**config.mk**
```make
export PLATFORM = sky130hd
export DESIGN_NAME = byte_word_packer
export DESIGN_NICKNAME = d
export VERILOG_FILES = /design/src/rtl/byte_word_packer.sv
export SDC_FILE = /design/constraint.sdc
export NUM_CORES = 1
export LEC_CHECK = 0
export ABC_CLOCK_PERIOD_IN_PS = 3850
export CORE_MARGIN = 3
export CORE_UTILIZATION = 47
export DETAILED_ROUTE_END_ITERATION = 12
export GPL_ROUTABILITY_DRIVEN = 0
export GPL_TIMING_DRIVEN = 1
export PLACE_DENSITY = 0.71
export SLEW_MARGIN = 20
export SYNTH_ARGS = -nofsm -noshare
export SYNTH_HDL_FRONTEND = slang
export SYNTH_SLANG_ARGS = --single-unit
```
**constraint.sdc**
```tcl
create_clock -name clk -period 3.85 [get_ports clk]
set_clock_uncertainty 0.1 [all_clocks]
set_input_delay 1.155 -clock clk [delete_from_list [all_inputs] [get_ports clk]]
set_output_delay 1.155 -clock clk [all_outputs]
set_load 0.01 [all_outputs]
```
**src/rtl/byte_word_packer.sv**
```systemverilog
// Drains an 8-bit byte FIFO and packs the bytes little-endian into words on a valid/ready port.
// A flush request emits any partial word with its byte count.
module byte_word_packer #(
    parameter int BYTES_PER_WORD = 4,
    parameter int CNT_W          = $clog2(BYTES_PER_WORD) + 1
) (
    input  logic                        clk,
    input  logic                        rst,
    input  logic                        in_fifo_empty,
    input  logic [7:0]                  in_fifo_data,
    output logic                        out_fifo_read,
    input  logic                        in_flush,
    output logic                        out_word_valid,
    input  logic                        in_word_ready,
    output logic [8*BYTES_PER_WORD-1:0] out_word_data,
    output logic [CNT_W-1:0]            out_word_nbytes,
    output logic                        out_flush_done
);

    localparam int               W    = 8 * BYTES_PER_WORD;
    localparam logic [CNT_W-1:0] FULL = CNT_W'(BYTES_PER_WORD);

    typedef enum logic [1:0] {
        FILL,
        FLUSH_WAIT,
        FLUSH_EMIT
    } state_e;

    state_e           state_q, state_d;
    logic [CNT_W-1:0] cnt_q, cnt_d;
    logic             pending_q, pending_d;
    logic [W-1:0]     asm_q, asm_d;
    logic             valid_q, valid_d;
    logic [W-1:0]     data_q, data_d;
    logic [CNT_W-1:0] nbytes_q, nbytes_d;
    logic             flush_done_q, flush_done_d;

    logic             out_free;
    logic             xfer;
    logic             rd;
    logic [CNT_W-1:0] cnt_eff;
    logic [W-1:0]     partial;

    // NOTE: every signal gets a default before any branch so no path leaves one unassigned (no latches).
    always_comb begin
        out_free     = !valid_q || in_word_ready;
        xfer         = (cnt_q == FULL) && out_free;
        cnt_eff      = xfer ? '0 : cnt_q;
        // The pending byte reserves its lane, so reads stop one byte short of a full assembly.
        rd           = !rst && (state_q == FILL) && !in_flush && !in_fifo_empty
                       && ((cnt_eff + CNT_W'(pending_q)) < FULL);

        state_d      = state_q;
        cnt_d        = cnt_eff;
        pending_d    = rd;
        asm_d        = asm_q;
        valid_d      = valid_q && !in_word_ready;
        data_d       = data_q;
        nbytes_d     = nbytes_q;
        flush_done_d = 1'b0;

        for (int k = 0; k < BYTES_PER_WORD; k++) begin
            partial[8*k +: 8] = (CNT_W'(k) < cnt_q) ? asm_q[8*k +: 8] : 8'h00;
        end

        if (xfer) begin
            data_d   = asm_q;
            nbytes_d = FULL;
            valid_d  = 1'b1;
        end

        if (pending_q) begin
            for (int k = 0; k < BYTES_PER_WORD; k++) begin
                if (cnt_eff == CNT_W'(k)) begin
                    asm_d[8*k +: 8] = in_fifo_data;
                end
            end
            cnt_d = cnt_eff + CNT_W'(1);
        end

        case (state_q)
            FILL: begin
                if (in_flush) begin
                    state_d = FLUSH_WAIT;
                end
            end
            FLUSH_WAIT: begin
                // A full assembly leaves through the normal transfer; the flush then completes with cnt==0.
                if (!pending_q) begin
                    if (cnt_q == '0) begin
                        flush_done_d = 1'b1;
                        state_d      = FILL;
                    end else if (cnt_q != FULL) begin
                        state_d = FLUSH_EMIT;
                    end
                end
            end
            FLUSH_EMIT: begin
                if (out_free) begin
                    data_d       = partial;
                    nbytes_d     = cnt_q;
                    valid_d      = 1'b1;
                    cnt_d        = '0;
                    flush_done_d = 1'b1;
                    state_d      = FILL;
                end
            end
            default: state_d = FILL;
        endcase
    end

    // NOTE: state registers use non-blocking assignments so every flop samples pre-edge values.
    always_ff @(posedge clk) begin
        if (rst) begin
            state_q      <= FILL;
            cnt_q        <= '0;
            pending_q    <= 1'b0;
            // NOTE: the assembly register is reset as well; it is a handful of flops, not a RAM.
            asm_q        <= '0;
            valid_q      <= 1'b0;
            data_q       <= '0;
            nbytes_q     <= '0;
            flush_done_q <= 1'b0;
        end else begin
            state_q      <= state_d;
            cnt_q        <= cnt_d;
            pending_q    <= pending_d;
            asm_q        <= asm_d;
            valid_q      <= valid_d;
            data_q       <= data_d;
            nbytes_q     <= nbytes_d;
            flush_done_q <= flush_done_d;
        end
    end

    assign out_fifo_read   = rd;
    assign out_word_valid  = valid_q;
    assign out_word_data   = data_q;
    assign out_word_nbytes = nbytes_q;
    assign out_flush_done  = flush_done_q;

endmodule

```
Fig. 1: run 1, close-up of the layout
Window x 49 to 79, y 6 to 36 µm. Cells in gray, sequential cells in the stronger gray; small squares are vias.
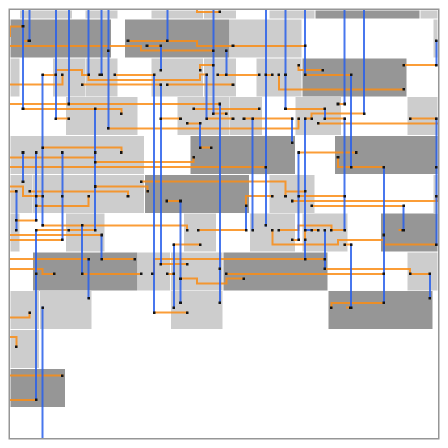
| layer | color |
|---|---|
| met1 | orange |
| met2 | blue |
sequential cells in the window: 11
most frequent: dfxtp_1 (11), nand2b_1 (6), a22o_1 (5)
cells with their middle in the window: 35
netlist names of flops here include: `asm_q` (5), `out_word_data` (4)

Fig. 2: run 1, the clock network
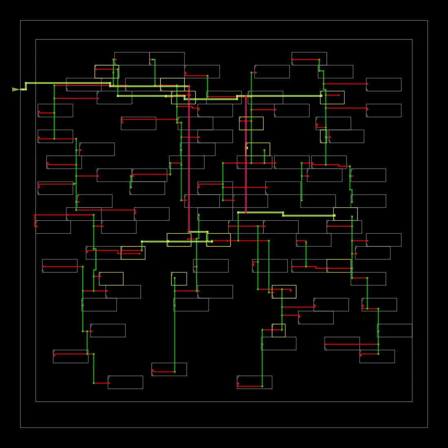
number of CTS-inserted buffers: 9
sequential cell count: 75
insertion delay to the later sink of the worst-skew pair: 0.34 ns
Clock group: 0.000587 W

Fig. 3: run 1, clock wires, drivers and flops
Scale bar: 20 µm.
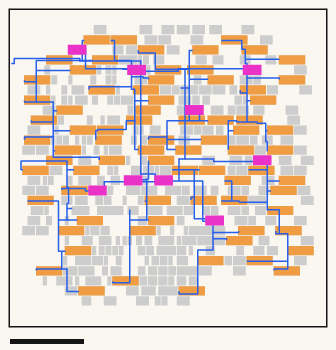
[clock wires] blue | length: 871 µm
[cells driving clock nets] magenta | count: 9
[flip-flops] orange | count: 75
routed clock nets: 10
flops lie: spread over the die
clock share of power: 40.3%

## run 1: cells by family after synthesis
family / count (synthesis) / share of synthesized area [%]
adder cells (fa/ha/maj): 10 / 4.20
buffers and inverters: 25 / 3.87
XOR/XNOR: 1 / 0.294
AND/OR/NAND/NOR: 95 / 16.5
multiplexers: 27 / 9.16
flip-flops: 75 / 50.4
AND-OR/OR-AND: 58 / 15.6
## run 1: how the worst min path moves through the flow
stage	slack [ns]	to	start	cells past startpoint
floorplan	0.34	asm_q[24]	asm_q[24]	2
CTS	0.36	asm_q[28]	asm_q[28]	2
finish	0.36	asm_q[28]	asm_q[28]	2
detailed placement	0.34	flop	flop	1
global placement	0.34	out_word_data[7]	out_word_data[7]	2
global route	0.38	out_word_data[7]	out_word_data[7]	2
## run 1: through the flow
step / hold WS [ns] / util (%) / power [W] / setup TNS, ns
2_1_floorplan: 0.336 / - / 0.000855 / 0
3_3_place_gp: 0.342 / 58.8 / 0.000886 / -0.707
3_5_place_dp: 0.343 / 58.8 / 0.000887 / -0.738
4_1_cts: 0.357 / 62.2 / 0.00147 / 0
5_1_grt: 0.382 / 62.4 / 0.00152 / -0.00506
6_report: 0.355 / 62.4 / 0.00146 / 0
## run 1: Yosys cell counts (2+ instances only)
master / n / area [µm²]
sky130_fd_sc_hd__and2_1: 2 / 12.5
sky130_fd_sc_hd__a22oi_1: 2 / 15.0
sky130_fd_sc_hd__buf_4: 2 / 15.0
sky130_fd_sc_hd__o21ai_0: 2 / 10.0
sky130_fd_sc_hd__inv_1: 9 / 33.8
sky130_fd_sc_hd__nor2_2: 2 / 12.5
sky130_fd_sc_hd__clkbuf_1: 7 / 26.3
sky130_fd_sc_hd__ha_1: 10 / 125
sky130_fd_sc_hd__buf_2: 5 / 25.0
sky130_fd_sc_hd__nand3_1: 17 / 85.1
sky130_fd_sc_hd__dfxtp_1: 75 / 1500
sky130_fd_sc_hd__a31oi_1: 2 / 12.5
sky130_fd_sc_hd__a2111oi_0: 2 / 17.5
sky130_fd_sc_hd__a22o_1: 23 / 201
sky130_fd_sc_hd__nor3_1: 2 / 10.0
sky130_fd_sc_hd__mux2_2: 2 / 22.5
sky130_fd_sc_hd__mux2i_1: 25 / 250
sky130_fd_sc_hd__nor2_1: 17 / 63.8
sky130_fd_sc_hd__nand2b_1: 25 / 156
sky130_fd_sc_hd__a21oi_1: 19 / 95.1
sky130_fd_sc_hd__nand2_1: 21 / 78.8
## run 1: metal layers
metal	up-vias	part of all wire [%]	wire (µm)	track usage [%]
met4	0	1.0	63	5.04
li1	1128	-	-	-
met2	63	43	2710	27.2
met5	-	0	0	0
met1	1065	51	3180	26.1
met3	7	5.4	342	5.57
## run 1: report_power, final
| group | internal [W] | leakage [nW] | switching, W |
|---|---|---|---|
| sequential | 0.000782 | 0.605 | 0.00000468 |
| clock | 0.000308 | 0.0993 | 0.000279 |
| combinational | 0.0000359 | 0.717 | 0.0000473 |
| total | 0.00113 | 1.42 | 0.000331 |
## run 1: flip-flops by register name (all words and copies together), names as in the netlist, named ones only
signal and count:
asm_q 32, cnt_q 3, out_flush_done 1, out_word_data 32, out_word_valid 1, pending_q 1
state_q 2
==> changes_impl.md, run 1 <==
### Changed

* Run status: finished clean
* Total routing usage reported by global routing at about 18%
* Largest contributor to cell area by class: flip-flops and latches
* Register cell area after layout at 0.00150 mm²
* Final Max Slew Viols at 0
* Sum of net half-perimeters after detailed placement at 4.27 mm
* Number of instances resized during post-cts repair at 12
* Period utilisation layout at 97.6%
* Fmax achieved at 0.266 GHz
* Largest net degree at the start of global routing at 65
* Post-placement setup slack at -0.738 ns
* Number of inserted diodes at 0
* Worst-path cell with the longest stage delay: sky130_fd_sc_hd__a2111oi_2
* Dominant delay contributor by cell family on the critical path: AND-OR/OR-AND gates
* DR pass1 iterations at 4
* Starting density of the core at 49.4%
* Post-layout min period at 3.76 ns
* Worst path arrival time at 2.50 ns
* Critical register-to-register path endpoint: asm_q[24]
* Timing endpoint of the critical path: out_fifo_read
* Growth of design area from synthesis to finish at 26.3%
* Post-synth seq share at roughly half
* Worst path buffer plus inverter count at 2
* Maximum cell stage delay along the critical path at 0.28 ns
* Count of input and output buffers at 50
* Critical-path cell list: buf_6, or2b_1, a31oi_1, ha_2, nand2_2, xnor2_2, a2111oi_2, buf_2
* Count of vias placed by the detailed router at 2263
* Count of distinct cell types in the synthesized netlist at 41
* Multi-input combinational cell count at 191
* Inverter count at 9
* Number of warning messages in the yosys log at 0
* Sequential portion of the cell area at 39.9%
* IO Pins at 51
* Top cells excl fill/tap: sky130_fd_sc_hd__dfxtp_1 (75), sky130_fd_sc_hd__clkdlybuf4s50_1 (47), sky130_fd_sc_hd__nand2b_1 (25), sky130_fd_sc_hd__mux2i_1 (25), sky130_fd_sc_hd__a22o_1 (23)
* Combinational gate area at 0.00138 mm²
* Worst r2r path cells at 8
* DIE HEIGHT at 85.6 µm
* Fillers at 507
* Most frequently placed logic cell in the final layout: sky130_fd_sc_hd__dfxtp_1
* Synthesized Nets at between 300 and 400
* Number of clock buffers in the layout at 14
* Final setup violation count at 0
* Max IR drop VDD at about 0.27 mV
* Count of state elements after synthesis at 75
* Overall routed net length at 6.30 mm
* Area of the synthesized netlist per yosys stat at 0.00298 mm²
* Cell row count at 28
* Setup repair after global routing missed its margin: true
* Clock network share of area at 5.29%
* Actual slew at the worst max-slew pin at 0.640 ns
* Routed wire length per instance at approximately 15 µm
* Final setup margin at 0.0908 ns
* Start point of the critical path: in_word_ready
* Post-synthesis cell count at 291
* Die width at ~86 µm
* RR Startpoint: cnt_q[0]
* Leftover overflow at the end of global routing at 0
* Count of non-CTS buffers in the layout at 58
* Clock tree from TritonCTS: done
* Most used flip-flop cell: sky130_fd_sc_hd__dfxtp_1
* Final cell count without fillers at 424
* Non-clk buf share at 14.7%
* Maximum level of the CTS H-tree at 3
* P per Cell Area at 388 mW/mm²
* Kind of path behind the tightest hold check: reg -> reg
* Number of antenna violations at the first check in global routing at 0
* Detail-routed via count per cell at between 5 and 6
* Number of nets in the final layout at 367
* Total Die Area at about 0.0073 mm²
* Fraction of final layout cells sized beyond drive strength 1 at approximately 12%
* Wire length of the first global-routing pass at about 11 mm
* Final design area excluding fillers at between 0.003 and 0.004 mm²
* Vias in the first global route at about 2100
* Hold buffer count at CTS at 0
* Mean post-synth cell area at just over 10 µm²
* Tap cells at between 70 and 80
* Buffers inserted during post-CTS setup optimization at 0
* Synth Cell Area at 0.00298 mm²
Fig. 4: run 1, sizing map
Scale bar: 20 µm.
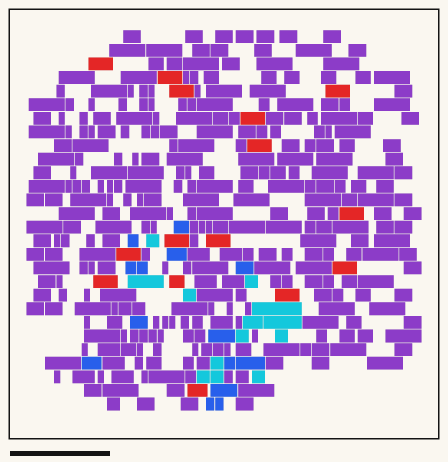

## Run 2: what changed since run 1
--- a/config.mk
+++ b/config.mk
@@ -11,7 +11,7 @@
 export DETAILED_ROUTE_END_ITERATION = 12
 export GPL_ROUTABILITY_DRIVEN = 0
 export GPL_TIMING_DRIVEN = 1
-export PLACE_DENSITY = 0.71
+export PLACE_DENSITY = 0.72
 export SLEW_MARGIN = 20
 export SYNTH_ARGS = -nofsm -noshare
 export SYNTH_HDL_FRONTEND = slang
Fig. 5: run 2, sizing map
Scale bar: 20 µm.
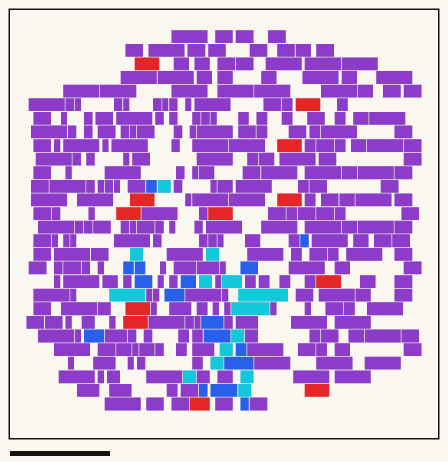
| size | color | cells | share |
|---|---|---|---|
| drive 1 or less | purple | 306 | 88% |
| drive 6 and up | red | 12 | 3.4% |
| drive 2 | blue | 16 | 4.6% |
| drive 3 to 4 | cyan | 14 | 4.0% |
final setup margin: 0.0956 ns
count of non-CTS buffers in the layout: 59

Fig. 6: run 2, close-up of the layout
Window x 49 to 79, y 6 to 36 µm. Cells in gray, sequential cells in the stronger gray; small squares are vias.
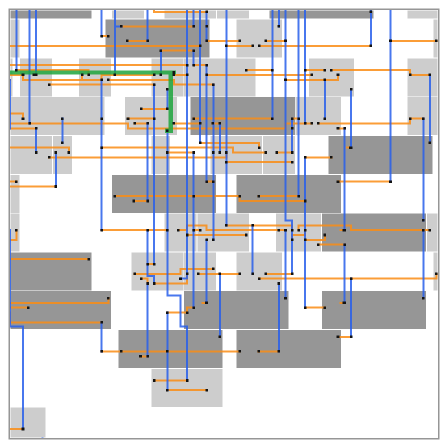
| layer | color |
|---|---|
| met1 | orange |
| met3 | green |
| met2 | blue |
most frequent: dfxtp_1 (12), nand2b_1 (6), a22o_1 (5)
netlist names of flops here include: `asm_q` (5), `out_word_data` (5)
sequential cells in the window: 12
cells with their middle in the window: 35

==> run 2 against run 1 <==
Compared with the run above:
- cell count is 0.24% lower
- highest routed layer unchanged
- critical path type unchanged
- sequential share of layout area is 0.19 points higher
- flip-flop count stayed put
- routed wire length is 3.0% lower
- combinational power is 1% higher
- total power is 4.1% lower
- critical path depth stayed put
- synthesized cell count stayed put
- sequential power hardly changed
- fmax is 0.13% higher
==> changes_impl.md, run 2 <==
### Changed

* Period utilisation layout at 97.5% (-0.12 points)
* Setup repair after global routing missed its margin: false
* DR pass1 iterations at 4 (unchanged)
* Final setup violation count at 0 (unchanged)
* Power share of the sequential group at 56.3% (+2.3 points)
* Cell row count at 28 (unchanged)
* Dominant delay contributor by cell family on the critical path: AND-OR/OR-AND gates
* Most frequently placed logic cell in the final layout: sky130_fd_sc_hd__dfxtp_1
* Post-placement setup slack at -0.764 ns (-0.0261 ns)
* Hold buffer count at CTS at 0 (unchanged)
* Switch share at 22.7% (-0.037 points)
* Combinational fraction of design power at 6.0% (+0.3 points)
* Post-synthesis cell count at 291 (unchanged)
* Most used flip-flop cell: sky130_fd_sc_hd__dfxtp_1
* Kind of path behind the tightest hold check: reg -> reg
* Overall routed net length at 6.12 mm (-3.0%)
* Synth top cell by count: sky130_fd_sc_hd__dfxtp_1
* Cell internal power dissipation at 0.00108 W (-4.0%)
* Clock tree from TritonCTS: done
* Combinational gate area at 0.00139 mm² (+0.45%)
* Count of vias placed by the detailed router at 2225 (-1.7%)
* Maximum level of the CTS H-tree at 3 (unchanged)
* Power, Total at 0.00140 W (-4.1%)
* Die width at 85.6 µm (unchanged)
* Fillers at 514 (+1.4%)
* Number of antenna violations at the first check in global routing at 0 (unchanged)
* Synth Cell Area at 0.00298 mm² (unchanged)
* Worst path buffer plus inverter count at 2 (unchanged)
* Largest net degree at the start of global routing at 65 (unchanged)
* Post-synth seq share at 50.4% (unchanged)
* Worst-path cell with the longest stage delay: sky130_fd_sc_hd__a2111oi_2
* Buffers inserted during post-CTS setup optimization at 0 (unchanged)
* Max IR drop VDD at 0.313 mV (+16%)
* Run status: finished clean
* Number of CTS-inserted buffers at 9 (unchanged)
* Leftover overflow at the end of global routing at 0 (unchanged)
* Total routing usage reported by global routing at 17.7% (-0.69 points)
Fig. 7: run 2, sequential cells colored by netlist name
Scale bar: 20 µm. Other sequential cells in the stronger gray, the rest of the logic in the fainter gray.
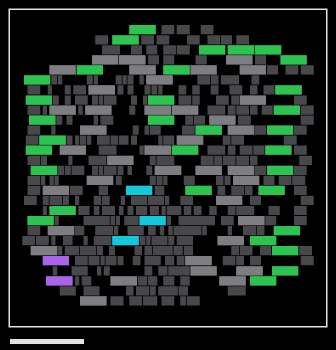
| name in the netlist | color | sequential cells |
|---|---|---|
| `out_word_data` | green | 32 |
| `state_q` | purple | 2 |
| `cnt_q` | cyan | 3 |
not colored: 38
total sequential power: 0.000787 W
register cell area after layout: 0.00150 mm²

[run 2: cell counts after synthesis]
Identical to the previous run, type by type.
[run 2: cell families (layout without fill, tap and decap cells)]
group           after synthesis  in the layout  synth area share (%)
fa+ha+maj                    10             10                  4.20
simple gates                 95             95                  16.5
flops                        75             75                  50.4
buf+inv                      25             82                  3.87
compound gates               58             58                  15.6
xor+xnor                      1              1                 0.294
mux                          27             27                  9.16
[run 2: final cells by class]
class,count,area share [%]
clock inverters,2,0.334
inverters,9,0.903
multi-input cells,191,37.0
repair buffers,59,14.9
clock buffers,12,4.15
flip-flops and latches,75,40.1
well taps,75,2.51
[run 2: metrics by stage]
stage          utilization (%)  TNS [ns]  hold slack, ns  instance area [µm²]  std cells
2_1_floorplan                -         0           0.336                 2980        291
3_3_place_gp              59.0    -0.712           0.343                 3550        409
3_5_place_dp              59.0    -0.764           0.347                 3550        409
4_1_cts                   61.8         0           0.359                 3720        423
5_1_grt                   62.1         0           0.375                 3740        423
6_report                  62.1         0           0.356                 3740        423
[run 2: metal layers]
metal | wire, µm | track usage (%) | up-vias
met1 | 3110 | 25.2 | 1036
met5 | 0 | 0 | -
met3 | 318 | 3.75 | 9
li1 | - | - | 1119
met4 | 102 | 8.78 | 0
met2 | 2590 | 25.3 | 61
[run 2: worst reg2reg max path: stages, from the launching register on]
cell and delay [ns]:
sky130_fd_sc_hd__dfxtp_1 0.50, sky130_fd_sc_hd__inv_1 0.13, sky130_fd_sc_hd__ha_1 0.22, sky130_fd_sc_hd__buf_4 0.17
sky130_fd_sc_hd__inv_1 0.16, sky130_fd_sc_hd__o21ai_2 0.12, sky130_fd_sc_hd__ha_1 0.32, sky130_fd_sc_hd__nand2_1 0.27
sky130_fd_sc_hd__nand2_1 0.09, sky130_fd_sc_hd__a21oi_1 0.14
[run 2: power by group through the flow]
stage / clock network, W / logic, W / registers (W)
final: 0.000527 / 0.0000841 / 0.000787
after global routing: 0.000577 / 0.0000920 / 0.000787
after CTS: 0.000540 / 0.0000826 / 0.000787
after detailed placement: 0 / 0.0000833 / 0.000805
after global placement: 0 / 0.0000828 / 0.000804
after floorplan: 0 / 0.0000506 / 0.000804
[run 2: path summary, 6_finish.rpt]
path                     from               end  cells past startpoint
max             in_word_ready     out_fifo_read                      8
min          out_word_data[0]  out_word_data[0]                      2
max reg2reg          cnt_q[1]         asm_q[25]                      9
min reg2reg  out_word_data[0]  out_word_data[0]                      2
[run 2: repair_timing]
item	4_1_cts	5_1_grt
gates resized	12	3
setup endpoints to repair	1	1
cloned	0	0
pin swaps	4	0
Fig. 8: run 2, clock wires, drivers and flops
Scale bar: 20 µm.
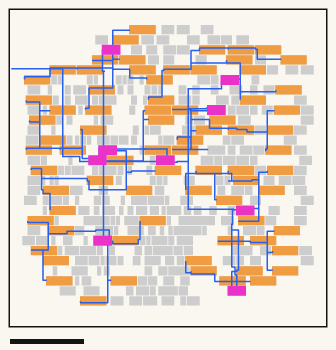

## Run 3: what changed since run 2
--- a/config.mk
+++ b/config.mk
@@ -6,7 +6,8 @@
 export NUM_CORES = 1
 export LEC_CHECK = 0
 export ABC_CLOCK_PERIOD_IN_PS = 3850
-export CORE_MARGIN = 3
+export CAP_MARGIN = 20
+export CORE_MARGIN = 2
 export CORE_UTILIZATION = 47
 export DETAILED_ROUTE_END_ITERATION = 12
 export GPL_ROUTABILITY_DRIVEN = 0
Fig. 9: run 3, clock wires, drivers and flops
Scale bar: 20 µm.
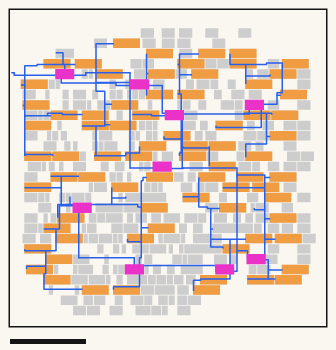
[cells driving clock nets] magenta | count: 9
[flip-flops] orange | count: 75
[clock wires] blue | length: 873 µm
routed clock nets: 10
clock share of power: 42.6%
Clock group: 0.000648 W
insertion delay to the later sink of the worst-skew pair: 0.35 ns

Fig. 10: run 3, sequential cells colored by netlist name
Scale bar: 20 µm. Other sequential cells in the stronger gray, the rest of the logic in the fainter gray.
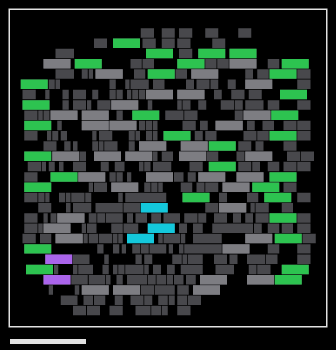
| name in the netlist | color | sequential cells |
|---|---|---|
| `cnt_q` | cyan | 3 |
| `state_q` | purple | 2 |
| `out_word_data` | green | 32 |
sequential portion of the cell area: 39.8%
post-layout util: 62.7%

Fig. 11: run 3, sizing map
Scale bar: 20 µm.
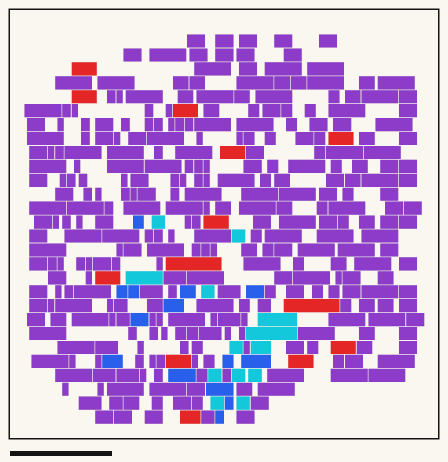
| size | color | cells | share |
|---|---|---|---|
| drive 1 or less | purple | 309 | 89% |
| drive 2 | blue | 14 | 4.0% |
| drive 6 and up | red | 13 | 3.7% |
| drive 3 to 4 | cyan | 13 | 3.7% |
final setup margin: 0.0847 ns
growth of design area from synthesis to finish: 26.9%
final design area excluding fillers: 0.00378 mm²

==> run 3 against run 2 <==
Compared with the run above:
- cell area is 0.94% higher
- first-iteration DRC count is 1.2% higher
- clock power is 23% higher
- combinational power is 1% higher
- cell count is 0.24% higher
- register-to-register slack better by 0.05 ns
- area after synthesis stayed put
- total power is 8.8% higher
==> changes_impl.md, run 3 <==
### Changed

* Sum of net half-perimeters after detailed placement at between 4 and 5 mm
* Maximum level of the CTS H-tree at 3 (unchanged)
* Number of endpoints with negative hold slack in the final report at 0
* Run status: finished clean
* Fraction of final layout cells sized beyond drive strength 1 at a little under an eighth
* WHS Endpoint: out_word_data[0]
* RR Startpoint: cnt_q[1]
* Worst path arrival time at 2.51 ns
* Starting density of the core at between 40 and 50%
* Number of warning messages in the yosys log at 0
* Most frequently placed logic cell in the final layout: sky130_fd_sc_hd__dfxtp_1
* Worst Setup Start Kind: input pin
* Highest net fanout along the worst path at 2
* Largest net degree at the start of global routing at 65 (unchanged)
* IO Pins at approximately 50
* Clock transition time at the flip-flop clock pins of the worst setup and hold paths at 0.07 ns
* Count of routing violations after the opening detailed-route iteration at 84
* Leakage at 1.43 nW
* Most used flip-flop cell: sky130_fd_sc_hd__dfxtp_1
* Count of input and output buffers at 50
* Endpoint kind of the worst setup timing path: output pin
* Total routing usage reported by global routing at 18.9% (+1.2 points)
* Overall routed net length at 6.36 mm (+4.0%)
* Count of vias placed by the detailed router at 2224 (-0.045%)
* Critical path class: in -> out
* Worst r2r path cells at 9 (unchanged)
* Max IR drop VDD at 0.284 mV (-9.4%)
* Final setup violation count at 0 (unchanged)
* Setup repair after global routing missed its margin: true
* Clock tree from TritonCTS: done
* Post-synth seq share at 50.4% (unchanged)
* Number of design rule violations left after detail routing at 0
* Number of antenna violations at the first check in global routing at 0 (unchanged)
* Placed cell areas at 0.00355 mm² (unchanged)
* Kind of path behind the tightest hold check: reg -> reg
* Die width at 83.6 µm (-2.3%)
* Synth top cell by count: sky130_fd_sc_hd__dfxtp_1
* DRT antenna net count at 0
* Post-layout min period at 3.77 ns
* Hold buffer count at CTS at 0 (unchanged)
* R2R setup slack at 1.60 ns
* DR pass1 iterations at 4 (unchanged)
* Post-synthesis cell count at 291 (unchanged)
* Period utilisation layout at 97.8% (+0.28 points)
* Area of the synthesized netlist per yosys stat at 0.00298 mm²
* Leftover overflow at the end of global routing at 0 (unchanged)
* Deepest clock path buffer count at 2
* Number of synthesized flops with an enable pin at 0
* Synth Cell Area at 0.00298 mm² (unchanged)
* Critical register-to-register path endpoint: asm_q[29]
* Placeable core area at 0.00603 mm²
* Worst Hold Launch: out_word_data[0]
* Cell row count at 28 (unchanged)
* Hold Path Cell Cnt at 2 (unchanged)
* Buffers inserted during post-CTS setup optimization at 0 (unchanged)
* Number of inserted diodes at 0
* Number of CTS-inserted buffers at 9 (unchanged)
run 3: netlist changes by cell type in the layout (fill, tap and decap cells not counted):
cell | previous run | this run
sky130_fd_sc_hd__bufinv_16 | 0 | 2
sky130_fd_sc_hd__clkbuf_1 | 1 | 3
sky130_fd_sc_hd__a31oi_1 | 1 | 2
sky130_fd_sc_hd__a31oi_2 | 1 | 0
sky130_fd_sc_hd__clkbuf_8 | 11 | 10
sky130_fd_sc_hd__clkinv_2 | 1 | 0
sky130_fd_sc_hd__clkinvlp_4 | 1 | 0
run 3: critical path, cell delays in order:
cell,delay (ns)
sky130_fd_sc_hd__buf_6,0.09
sky130_fd_sc_hd__or2b_1,0.23
sky130_fd_sc_hd__a31oi_1,0.15
sky130_fd_sc_hd__ha_2,0.20
sky130_fd_sc_hd__nand2_2,0.06
sky130_fd_sc_hd__xnor2_2,0.16
sky130_fd_sc_hd__a2111oi_2,0.28
sky130_fd_sc_hd__buf_2,0.18
run 3: routing by layer:
metal  global-route usage [%]  routed length [µm]  up-vias
li1                         -                   -     1121
met1                     26.0                3200     1045
met2                     27.9                2790       52
met3                     7.22                 314        6
met4                     4.99                  53        0
met5                        0                   0        -
run 3: where the power goes:
| part | total (W) | internal, W | switching [W] |
|---|---|---|---|
| Sequential | 0.000787 | 0.000782 | 0.00000462 |
| Combinational | 0.0000850 | 0.0000367 | 0.0000484 |
| Clock | 0.000648 | 0.000380 | 0.000268 |
run 3: area by class of cell:
cell class                 instances  area, µm²
clock inverter                     2       60.1
sequential                        75       1500
timing repair buffer              59        559
multi-input combinational        191       1380
tap                               75       93.8
clock buffer                      13        149
inverter                           9       33.8
fill                             523       2250
run 3: how the worst max path moves through the flow:
stage,to,cells after the start,startpoint
2_1_floorplan,out_fifo_read,6,in_word_ready
3_3_place_gp,out_fifo_read,8,in_word_ready
3_5_place_dp,out_fifo_read,8,in_word_ready
4_1_cts,out_fifo_read,8,in_word_ready
5_1_grt,out_fifo_read,8,in_word_ready
6_report,out_fifo_read,8,in_word_ready
run 3: logic make-up (layout without fill, tap and decap cells):
kind of cell             after synthesis  in the layout  synth area share (%)
buffers and inverters                 25             83                  3.87
flip-flops                            75             75                  50.4
multiplexers                          27             27                  9.16
AND/OR/NAND/NOR                       95             95                  16.5
XOR/XNOR                               1              1                 0.294
adder cells (fa/ha/maj)               10             10                  4.20
AND-OR/OR-AND                         58             58                  15.6
run 3: timing repair:
item,CTS,global route
hold endpoints to repair,0,0
gates resized,12,1
pin swaps,4,0
endpoints found under the setup margin,1,1
run 3: through the flow:
stage / std cells / worst slack [ns] / TNS [ns] / power, W / hold slack, ns
after floorplan: 291 / 0.0559 / 0 / 0.000855 / 0.336
after global placement: 409 / -0.713 / -0.713 / 0.000887 / 0.342
after detailed placement: 409 / -0.758 / -0.758 / 0.000889 / 0.344
after CTS: 424 / 0.0661 / 0 / 0.00153 / 0.358
after global routing: 424 / -0.00174 / -0.00174 / 0.00157 / 0.374
final: 424 / 0.0847 / 0 / 0.00152 / 0.355
No activity file was given, so power comes from the tool's default toggle rates.
